--- src/rtl/psg_bus_arbiter.sv ---
// Two-port arbiter for the PSG register bus (BDIR/BC1 protocol, BC2 tied high).
// Round-robin grant, optional latched-address cache, registered bus outputs.
module psg_bus_arbiter #(
  parameter int ADDR_CACHE = 1
) (
  input  logic       clock,
  input  logic       reset,
  input  logic       ce,
  input  logic       req0,
  input  logic       req1,
  input  logic       we0,
  input  logic       we1,
  input  logic [3:0] addr0,
  input  logic [3:0] addr1,
  input  logic [7:0] wdata0,
  input  logic [7:0] wdata1,
  output logic       ack0,
  output logic       ack1,
  output logic [7:0] rdata,
  output logic       psg_bdir,
  output logic       psg_bc1,
  output logic [7:0] psg_d,
  input  logic [7:0] psg_q,
  output logic       busy
);

  typedef enum logic [1:0] {
    IDLE,
    LATCH,
    ACCESS,
    DONE
  } state_e;

  state_e     state_q, state_d;
  logic       last_grant_q, last_grant_d;
  logic       grant_q, grant_d;
  logic       we_q, we_d;
  logic [3:0] addr_q, addr_d;
  logic [7:0] wdata_q, wdata_d;
  logic       cache_valid_q, cache_valid_d;
  logic [3:0] cache_addr_q, cache_addr_d;
  logic [7:0] rdata_q, rdata_d;
  logic       bdir_q, bdir_d;
  logic       bc1_q, bc1_d;
  logic [7:0] pd_q, pd_d;
  logic       ack0_q, ack0_d;
  logic       ack1_q, ack1_d;

  logic       sel;
  logic       sel_we;
  logic [3:0] sel_addr;
  logic [7:0] sel_wdata;
  logic       hit;
  logic       enter_done;

  // Tie goes to the port that was not served last.
  always_comb begin
    sel       = (req0 & req1) ? ~last_grant_q : req1;
    sel_we    = sel ? we1 : we0;
    sel_addr  = sel ? addr1 : addr0;
    sel_wdata = sel ? wdata1 : wdata0;
    hit       = (ADDR_CACHE != 0) && cache_valid_q &&
                (cache_addr_q == sel_addr);
  end

  always_ff @(posedge clock) begin
    if (reset) begin
      state_q       <= IDLE;
      last_grant_q  <= 1'b1;
      grant_q       <= 1'b0;
      we_q          <= 1'b0;
      addr_q        <= 4'h0;
      wdata_q       <= 8'h00;
      cache_valid_q <= 1'b0;
      cache_addr_q  <= 4'h0;
      rdata_q       <= 8'h00;
      bdir_q        <= 1'b0;
      bc1_q         <= 1'b0;
      pd_q          <= 8'h00;
      ack0_q        <= 1'b0;
      ack1_q        <= 1'b0;
    end else begin
      state_q       <= state_d;
      last_grant_q  <= last_grant_d;
      grant_q       <= grant_d;
      we_q          <= we_d;
      addr_q        <= addr_d;
      wdata_q       <= wdata_d;
      cache_valid_q <= cache_valid_d;
      cache_addr_q  <= cache_addr_d;
      rdata_q       <= rdata_d;
      bdir_q        <= bdir_d;
      bc1_q         <= bc1_d;
      pd_q          <= pd_d;
      ack0_q        <= ack0_d;
      ack1_q        <= ack1_d;
    end
  end

  always_comb begin
    state_d       = state_q;
    last_grant_d  = last_grant_q;
    grant_d       = grant_q;
    we_d          = we_q;
    addr_d        = addr_q;
    wdata_d       = wdata_q;
    cache_valid_d = cache_valid_q;
    cache_addr_d  = cache_addr_q;
    rdata_d       = rdata_q;
    if (ce) begin
      unique case (state_q)
        IDLE: begin
          if (req0 | req1) begin
            grant_d      = sel;
            last_grant_d = sel;
            we_d         = sel_we;
            addr_d       = sel_addr;
            wdata_d      = sel_wdata;
            state_d      = hit ? ACCESS : LATCH;
          end
        end
        LATCH: begin
          cache_addr_d  = addr_q;
          cache_valid_d = 1'b1;
          state_d       = ACCESS;
        end
        ACCESS: begin
          if (!we_q) rdata_d = psg_q;
          state_d = DONE;
        end
        DONE: state_d = IDLE;
        default: state_d = IDLE;
      endcase
    end
  end

  // Bus values are derived from the next state so they land with it.
  always_comb begin
    bdir_d     = 1'b0;
    bc1_d      = 1'b0;
    pd_d       = 8'h00;
    enter_done = (state_d == DONE) && (state_q != DONE);
    unique case (1'b1)
      state_d == LATCH: begin
        bdir_d = 1'b1;
        bc1_d  = 1'b1;
        pd_d   = {4'b0000, addr_d};
      end
      state_d == ACCESS && we_d: begin
        bdir_d = 1'b1;
        pd_d   = wdata_d;
      end
      state_d == ACCESS && !we_d: begin
        bc1_d = 1'b1;
      end
      default: begin
        bdir_d = 1'b0;
      end
    endcase
    ack0_d = enter_done & ~grant_q;
    ack1_d = enter_done & grant_q;
  end

  assign ack0     = ack0_q;
  assign ack1     = ack1_q;
  assign rdata    = rdata_q;
  assign psg_bdir = bdir_q;
  assign psg_bc1  = bc1_q;
  assign psg_d    = pd_q;
  assign busy     = (state_q != IDLE);

endmodule

--- config.mk ---
export PLATFORM = sky130hd
export DESIGN_NAME = psg_bus_arbiter
export DESIGN_NICKNAME = d
export VERILOG_FILES = /design/src/rtl/psg_bus_arbiter.sv
export SDC_FILE = /design/constraint.sdc
export NUM_CORES = 1
export LEC_CHECK = 0
export ABC_AREA = 1
export CORE_MARGIN = 2
export CORE_UTILIZATION = 45
export CTS_CLUSTER_DIAMETER = 80
export DETAILED_ROUTE_END_ITERATION = 6
export PLACE_DENSITY = 0.82
export SLEW_MARGIN = 20
export SYNTH_ARGS = -nofsm -noshare
export SYNTH_HDL_FRONTEND = slang
export SYNTH_SLANG_ARGS = --single-unit
--- constraint.sdc ---
create_clock -name clock -period 2 [get_ports clock]
set_clock_uncertainty 0.1 [all_clocks]
set_input_delay 0.3 -clock clock [delete_from_list [all_inputs] [get_ports clock]]
set_output_delay 0.3 -clock clock [all_outputs]
set_load 0.05 [all_outputs]
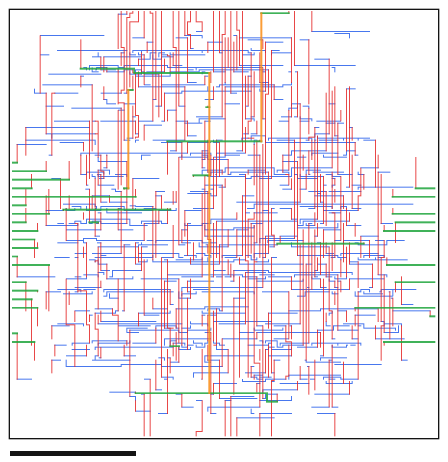
(signal wires by layer)
Scale bar: 20 um.
legend:
  M2:
    color: red
    wire_length: 2210 um
  M4:
    color: orange
    wire_length: 87.0 um
  M1:
    color: blue
    wire_length: 1980 um
  M3:
    color: green
    wire_length: 250 um
total track usage: 0.2019
Wirelength per Cell: 12.17 um
Detailed Route WL: 4.528 mm
Vias: 1812

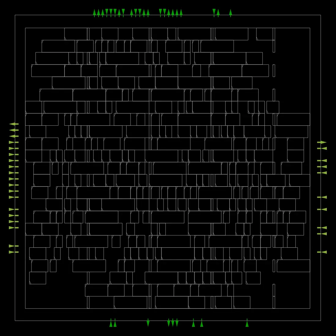
(cell outlines without signal wires)
fill count: 349
Rows: 23
Tap Count: 50
flop count: 42
Final Util: 0.6957

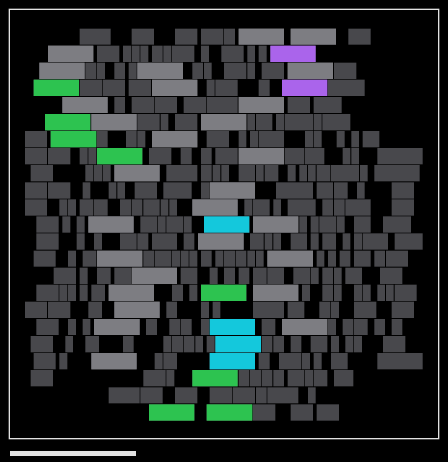
(sequential cells colored by netlist name)
Scale bar: 20 um. Other sequential cells in the stronger gray, the rest of the logic in the fainter gray.
legend:
  addr_q:
    color: cyan
    sequential_cells: 4
    where: bottom middle
  state_q:
    color: purple
    sequential_cells: 2
  psg_d:
    color: green
    sequential_cells: 8
flop share of the area: 0.3043
sequential power: 0.926 mW

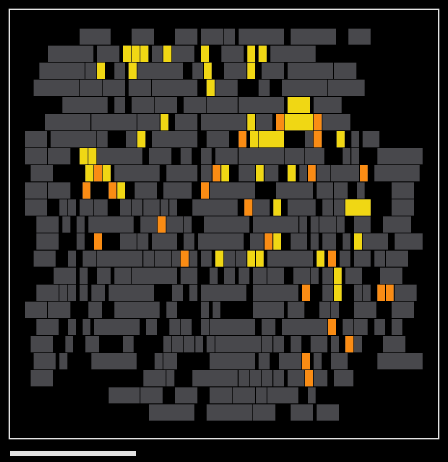
(gate-type map)
Scale bar: 20 um.
legend:
  inv cells:
    color: orange
    cells: 24
  nor cells:
    color: yellow
    cells: 38
fin cells: 372
most used logic cell in the final layout: clkdlybuf4s50_1
Comb area share: 0.3238

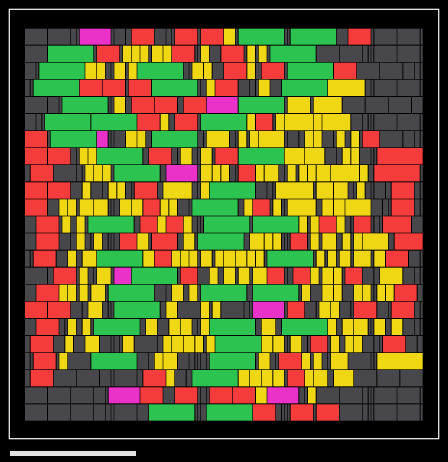
(cell classes on the final placement)
Scale bar: 20 um. Fill, decap, tap and diode cells in gray.
legend:
  remaining buffers and delay cells:
    color: red
    cells: 80
    share_of_their_area: 29%
  clock drivers and dummy loads:
    color: magenta
    cells: 8
    share_of_their_area: 3.5%
  remaining logic cells:
    color: yellow
    cells: 192
    share_of_their_area: 36%
  registers:
    color: green
    cells: 42
    share_of_their_area: 31%
Core Area: 3971 um2
Design Area, Final: 2763 um2

==> reports/summary.txt <==
Yosys top cell by instances = nand2_1
tool warnings = 29
CP max stage delay = 0.81 ns
Antenna Nets Post-Route = 0
pin count of the biggest net entering global routing = 19
Worst-Margin Slew = 0.5153 ns
Area after DPL = 2646 um2
EDFF count, synth = 0
Clk power = 0.572 mW
HP Start = cache_addr_q[1]$_SDFFE_PP0P_
DRC viols = 0
nets@finish = 364
mapped cell area = 1853 um2
sequential share of power = 0.451
# Post-CTS Setup Buffers = 0
Synth cell types = 27
Max-Cap Viols = 0
Die X = 68.17 um
Combinational Power Share = 0.270
Leak = 1.208 nW
unrepaired setup endpoints after global routing = no
Comb power = 0.553 mW
area delta synth->final = 49.09%
Dominant comb cell = simple AND/OR/NAND/NOR gates
number of non-clock inverters in the layout = 24
post-synth area from yosys stat = 1853 um2
clk sink count = 42
internal power = 1.414 mW
via/cell ratio = 4.871
CTS tree = yes
VDD IR-drop max = 0.4514 mV
nonclk buf count = 80
Mapped Nets = 283
CP Cell Sequence = clkdlybuf4s50_1
yosys cell count = 240
Final Hold Fails = 0
buffering overhead = 0.2822
1st-iter DRT viols = 92
post-CTS sizing = 0
I/O Pins = 60
Floorplan Utilization = 0.4666
Hold Crit Depth = 2
multi-input gates = 168
CTS buffer count = 5
crit path to = rdata[7]
Most common reg cell = dfxtp_1
Stages on worst setup path = 1
RR Startpoint = last_grant_q$_SDFFE_PP1P_
HP Class = reg -> reg
leading power group = sequential cells
status = finished, final reports clean
Reg clk slew, reported paths = 0.08 ns
-- layer usage --
layer  GRT usage  share of wire  vias up
met5           0              0        -
met4     0.07500          0.019        0
met3     0.05099          0.055        8
met2      0.3471           0.49       46
met1      0.2421           0.44      813
li1            -              -      945
-- stage by stage --
step | hold WS, ns | setup slack (ns) | total power [mW] | instances
2_1_floorplan | 0.2691 | 0.08102 | 1.257 | 240
3_3_place_gp | 0.3602 | -0.2037 | 1.477 | 363
3_5_place_dp | 0.3701 | -0.2860 | 1.494 | 363
4_1_cts | 0.3816 | 0.02364 | 2.057 | 371
5_1_grt | 0.3924 | 0.01692 | 2.148 | 372
6_report | 0.3779 | 0.1390 | 2.051 | 372
-- cell usage in the layout (no fill, tap or decap), drive strengths merged --
| cell | n |
|---|---|
| nor3 | 1 |
| a31oi | 11 |
| clkinvlp | 1 |
| ha | 4 |
| nor3b | 1 |
| nand3b | 1 |
| nand3 | 16 |
| a21boi | 1 |
| clkinv | 1 |
| dfxtp | 42 |
| nand2 | 57 |
| o21ai | 27 |
| buf | 22 |
| clkdlybuf4s50 | 56 |
| nor2 | 36 |
| clkbuf | 6 |
| o211ai | 1 |
| inv | 24 |
| a21oi | 12 |
| dlymetal6s2s | 2 |
-- worst register-to-register path, delay by kind of cell, from the launching register on --
family	cells	cell delay (ns)
flip-flops	1	0.41
AND/OR/NAND/NOR	13	1.07
buffers and inverters	1	0.06
AND-OR/OR-AND	1	0.10
-- sequential cells by signal, indices dropped and copies added (netlist names) --
register	count
psg_d	8
rdata	8
wdata_q	8
addr_q	4
cache_addr_q	4
state_q	2
ack0	1
ack1	1
cache_valid_q	1
grant_q	1
last_grant_q	1
psg_bc1	1
psg_bdir	1
we_q	1
Power is estimated from default activity; no workload was simulated.
